## src/rtl/counter_input_conditioner.sv

```systemverilog
// Push-button conditioner: a two-flop synchronizer, then a per-channel debounce counter.
// Emits a debounced level and a single-cycle rise/fall pulse on each accepted change.
module counter_input_conditioner #(
   parameter int N_CH            = 4,
   parameter int DEBOUNCE_CYCLES = 1000
) (
   input  logic            clk,
   input  logic            rst,
   input  logic            ena,
   input  logic [N_CH-1:0] btn_in,
   output logic [N_CH-1:0] btn_level,
   output logic [N_CH-1:0] btn_rise,
   output logic [N_CH-1:0] btn_fall
);

   localparam int            CW      = $clog2(DEBOUNCE_CYCLES);
   localparam logic [CW-1:0] CNT_MAX = CW'(DEBOUNCE_CYCLES - 1);

   logic [N_CH-1:0] sync1_q;
   logic [N_CH-1:0] sync2_q;

   // The synchronizer runs every cycle, so a frozen channel still sees fresh input on resume.
   always_ff @(posedge clk or posedge rst) begin
      if (rst) begin
         sync1_q <= '0;
         sync2_q <= '0;
      end else begin
         sync1_q <= btn_in;
         sync2_q <= sync1_q;
      end
   end

   generate
      for (genvar gi = 0; gi < N_CH; gi++) begin : g_ch
         logic [CW-1:0] cnt_q;
         logic [CW-1:0] cnt_d;
         logic          level_q;
         logic          level_d;
         logic          rise_q;
         logic          rise_d;
         logic          fall_q;
         logic          fall_d;

         always_comb begin
            cnt_d   = cnt_q;
            level_d = level_q;
            rise_d  = 1'b0;
            fall_d  = 1'b0;
            if (ena) begin
               if (sync2_q[gi] != level_q) begin
                  if (cnt_q == CNT_MAX) begin
                     level_d = sync2_q[gi];
                     cnt_d   = '0;
                     rise_d  = sync2_q[gi];
                     fall_d  = ~sync2_q[gi];
                  end else begin
                     cnt_d = cnt_q + CW'(1);
                  end
               end else begin
                  // Any agreement with the held level restarts the count.
                  cnt_d = '0;
               end
            end
         end

         always_ff @(posedge clk or posedge rst) begin
            if (rst) begin
               cnt_q   <= '0;
               level_q <= 1'b0;
               rise_q  <= 1'b0;
               fall_q  <= 1'b0;
            end else begin
               cnt_q   <= cnt_d;
               level_q <= level_d;
               rise_q  <= rise_d;
               fall_q  <= fall_d;
            end
         end

         assign btn_level[gi] = level_q;
         assign btn_rise[gi]  = rise_q;
         assign btn_fall[gi]  = fall_q;
      end
   endgenerate

endmodule

```

## config.mk

```make
export PLATFORM = sky130hd
export DESIGN_NAME = counter_input_conditioner
export DESIGN_NICKNAME = d
export VERILOG_FILES = /design/src/rtl/counter_input_conditioner.sv
export SDC_FILE = /design/constraint.sdc
export NUM_CORES = 1
export LEC_CHECK = 0
export CAP_MARGIN = 20
export CORE_UTILIZATION = 55
export CTS_BUF_LIST = sky130_fd_sc_hd__clkbuf_8
export DETAILED_ROUTE_END_ITERATION = 10
export PLACE_DENSITY = 0.76
export RECOVER_POWER = 25
export SLEW_MARGIN = 0
export SYNTH_ARGS = -nofsm -noshare
export SYNTH_HDL_FRONTEND = slang
export SYNTH_SLANG_ARGS = --single-unit
```

## constraint.sdc

```tcl
create_clock -name clk -period 2.7 [get_ports clk]
set_input_delay 0.81 -clock clk [delete_from_list [all_inputs] [get_ports clk]]
set_output_delay 0.81 -clock clk [all_outputs]
set_load 0.02 [all_outputs]
```

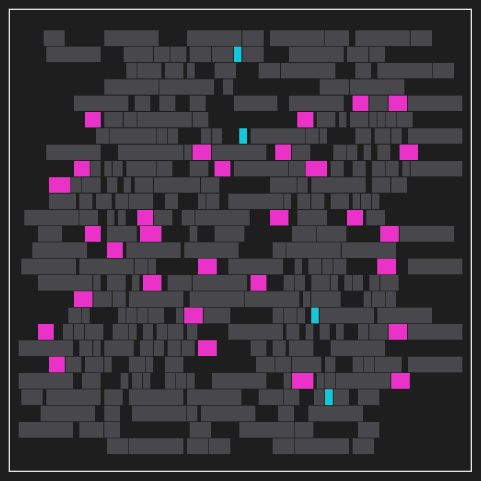
Figure 1: run 1, logic cells by family.
(6 px per um)
| family | colour | cells | most used |
|---|---|---|---|
| inv cells | cyan | 4 | inv_1 |
| non-inverting ao/oa cells | magenta | 30 | o21a_1 |
Comb/total area: 40.85%
final cell count without fillers: 376

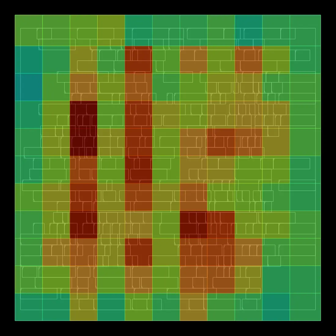
Figure 2: run 1, routing congestion.
GRT Total Usage: 20.62%
global-route met2 utilization: 31.79%
grt met1 use: 27.27%
gr busiest metal: met2

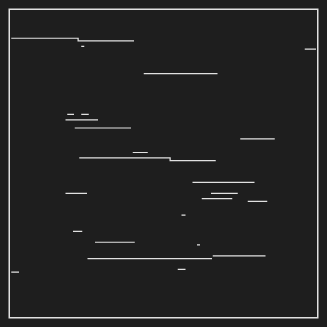
Figure 3: run 1, met3 routing.
(4 px per um)
nets with wire on the layer: 13
share of all routed wire: 4.0%
longest straight run: 30.8 um
wire length on this layer: 221 um
via count of the routed design: 2,289
drt total wl: 5.478 mm

==> impl_metrics.json, run 1 <==
{
  "status": "completed",
  "xor_share_pct": 2.564,
  "core_mm2": 0.005238,
  "root_buffer": "clkbuf_8",
  "ir_drop_v": 0.0003972,
  "r2r_cells": 5,
  "antenna_found_initial": 0,
  "layout.nets": 313,
  "cts_buffers": 9,
  "flop_area_mm2": 0.001501,
  "grt_pass1_wl_mm": 9.625,
  "grt-ovfl-total": 0,
  "worstSetupStartpoint": "g_ch[0].level_q$_DFFE_PP0P_",
  "ys_seq_elements": 60,
  "htreeDepth": 3,
  "maxCapViolCount": 0,
  "syn_to_final_growth_pct": 11.68,
  "min_path_type": "flop to flop",
  "wire_per_inst_um": 14.57,
  "grt_max_degree": 40,
  "reg2reg_to": "g_ch[2].cnt_q[4]$_DFFE_PP0P_",
  "endpoint_kind": "output pin",
  "path_clk_slew_ps": 60,
  "skew_ps": 7.165,
  "path_delay_family": "buffers and inverters",
  "synth_top_area_share_pct": 48.84,
  "fp-row-count": 26,
  "cts_tree": "built",
  "fp.dieH_um": 76.76,
  "routed_via_density": 6.088,
  "comb_power_share_pct": 7.5,
  "flop_cell": "dfrtp_1",
  "edf_count": 0,
  "largest_class": "sequential cells",
  "drc_errors": 0,
  "p_sw_w": 0.0004598,
  "fin_tns_setup_ps": 0,
  "utilization_pct": 65.55
}
run 1: logic make-up after synthesis:
| family | count (synthesis) |
|---|---|
| DFF | 60 |
| and+or+nand+nor | 115 |
| AOI/OAI and AO/OA | 66 |
| buffers and inverters | 27 |
| xor gates and xnor gates | 9 |
| muxes | 8 |
| adders and majority gates | 4 |
run 1: worst min-delay path by stage:
stage                               startpoint                    to  slack [ps]  cells past startpoint
final                     sync1_q[2]$_DFF_PP0_  sync2_q[2]$_DFF_PP0_         350                      0
after global routing      sync1_q[2]$_DFF_PP0_  sync2_q[2]$_DFF_PP0_         370                      0
after CTS                 sync1_q[3]$_DFF_PP0_  sync2_q[3]$_DFF_PP0_         350                      0
after detailed placement  sync1_q[3]$_DFF_PP0_  sync2_q[3]$_DFF_PP0_         340                      0
after global placement    sync1_q[1]$_DFF_PP0_  sync2_q[1]$_DFF_PP0_         330                      0
after floorplan           sync1_q[0]$_DFF_PP0_  sync2_q[0]$_DFF_PP0_         330                      0
run 1: registers in the layout, indices dropped and copies added, names as in the netlist:
name          count
g_ch.cnt_q       40
sync1_q           4
sync2_q           4
g_ch.level_q      4
g_ch.fall_q       4
g_ch.rise_q       4
run 1: per-layer routing:
metal	global-route usage [%]	up-vias	wire, um
met5	0	-	0
met4	11.73	0	129
met3	3.810	12	220
met2	31.79	42	2562
met1	27.27	1126	2565
li1	-	1109	-
run 1: cells in the mapped netlist, types with 5 or more instances:
library cell,instances
xor2_1,5
buf_4,13
nor3b_1,15
nor3_1,12
o21a_1,12
nand2_1,28
nor2_1,9
mux2_2,7
nor4_1,10
a22o_1,8
o311ai_0,12
o21ai_0,9
and3_1,6
o22a_1,5
dfrtp_1,60
nand3_1,14
Figure 4. Metal 2 (run 1).
(4 px per um)
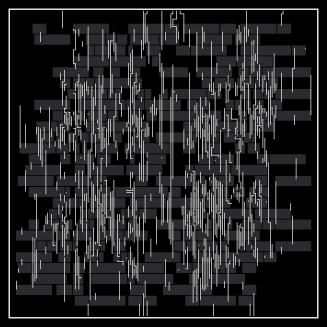

==> run 1 -> run 2 <==
clock period = 2.09 ns   (was 2.7 ns; I/O delays follow)
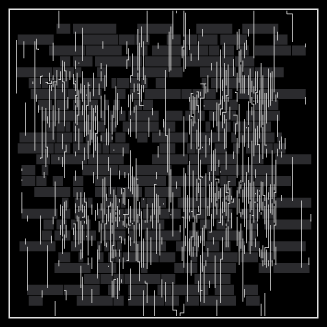
Figure 5: run 2, metal 2.
(4 px per um)
nets with wire on the layer: 279
wire length on this layer: 2,580 um
via count of the routed design: 2,335
global-route met2 utilization: 32.14%
drt total wl: 5.779 mm

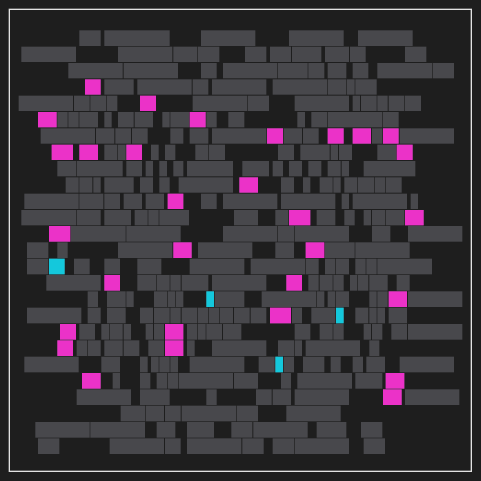
Figure 6: run 2, logic cells by family.
(6 px per um)
| family | colour | cells | most used |
|---|---|---|---|
| inv cells | cyan | 4 | inv_1 |
| non-inverting ao/oa cells | magenta | 30 | o21a_1 |
final cell count without fillers: 389
Comb/total area: 39.68%
Commonest Layout Cell: dfrtp_1

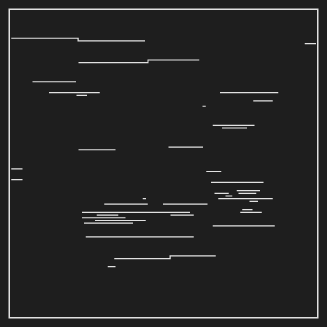
Figure 7: run 2, met3 routing.
(4 px per um)
nets with wire on the layer: 27
share of all routed wire: 6.3%
met3 Track Usage GR: 4.643%

==> run 2 against run 1 <==
Net effect: critical path depth unchanged; power up 34%; non-clock buffer count rose by 12; synthesized cell count unchanged; worst hold slack got worse by 2.7 ps; first-iteration DRC count down 51%; flip-flop count is the same.
==> impl_metrics.json, run 2 <==
{
  "ys_top_cells_by_count": "dfrtp_1, nand2_1, nor3b_1",
  "r2r_cells": 6,
  "cts_buffers": 9,
  "xor_share_pct": 2.564,
  "routed_via_density": 6.003,
  "synth_top_area_share_pct": 48.84,
  "reg2reg_to": "g_ch[1].cnt_q[7]$_DFFE_PP0P_",
  "core_mm2": 0.005238,
  "whs_path_depth": 0,
  "min_path_type": "flop to flop",
  "hold_start": "sync1_q[2]$_DFF_PP0_",
  "status": "completed",
  "maxCapViolCount": 0,
  "worstSetupStartpoint": "g_ch[3].level_q$_DFFE_PP0P_",
  "grt_pass1_wl_mm": 10.18,
  "holdPathEnd": "sync2_q[2]$_DFF_PP0_",
  "fin_tns_setup_ps": 0,
  "largest_register_ffs": 40,
  "regMostFlops": "g_ch.cnt_q",
  "flop_area_mm2": 0.001501,
  "p_sw_w": 0.0006529,
  "skew_ps": 7.825,
  "path_delay_family": "buffers and inverters",
  "edf_count": 0,
  "grt_max_degree": 43,
  "fp.dieH_um": 76.76,
  "fp-row-count": 26,
  "grt.total_usage_pct": 22.20,
  "root_buffer": "clkbuf_8"
}
run 2: logic make-up (layout without fill, tap and decap cells):
logic type	after synthesis	in the layout
AOI/OAI and AO/OA	66	66
xor gates and xnor gates	9	9
adders and majority gates	4	4
buffers and inverters	27	57
DFF	60	60
muxes	8	8
and+or+nand+nor	115	115
run 2: per-layer routing:
metal	wire length [um]	global-route usage (%)	vias up
met4	128	11.54	0
met3	365	4.643	10
met2	2581	32.14	71
met1	2703	31.23	1116
met5	0	0	-
li1	-	-	1138
run 2: power by group through the flow:
stage	Sequential, W	Clock (W)	Combinational [W]
6_report	0.00130	0.00105	0.000199
5_1_grt	0.00131	0.00113	0.000229
4_1_cts	0.00130	0.00107	0.000208
3_5_place_dp	0.00132	0	0.000206
3_3_place_gp	0.00132	0	0.000197
2_1_floorplan	0.00130	0	0.000143
run 2: area by class of cell:
class,instances,share of cell area [%]
clock inverters,6,1.805
repair buffers,37,9.133
multi-input cells,202,39.68
clock buffers,10,3.894
flip-flops and latches,60,42.48
inverters,4,0.5310
well taps,70,2.478
run 2: through the flow:
stage / setup WS (ps) / area, um^2 / total power, W / util, %
after global routing: 12.19 / 3535 / 0.002674 / 67.49
after floorplan: 287.4 / 3078 / 0.001446 / -
after CTS: 36.92 / 3547 / 0.002581 / 67.73
after detailed placement: -168.8 / 3346 / 0.001526 / 63.88
after global placement: -106.3 / 3346 / 0.001515 / 63.88
final: 66.69 / 3535 / 0.002553 / 67.49
run 2: timing repair:
item,CTS,global route
resized,0,1
hold buffers,0,0
endpoints found under the setup margin,0,1
Power figures rest on the tool's default switching activity, not on a simulated workload.
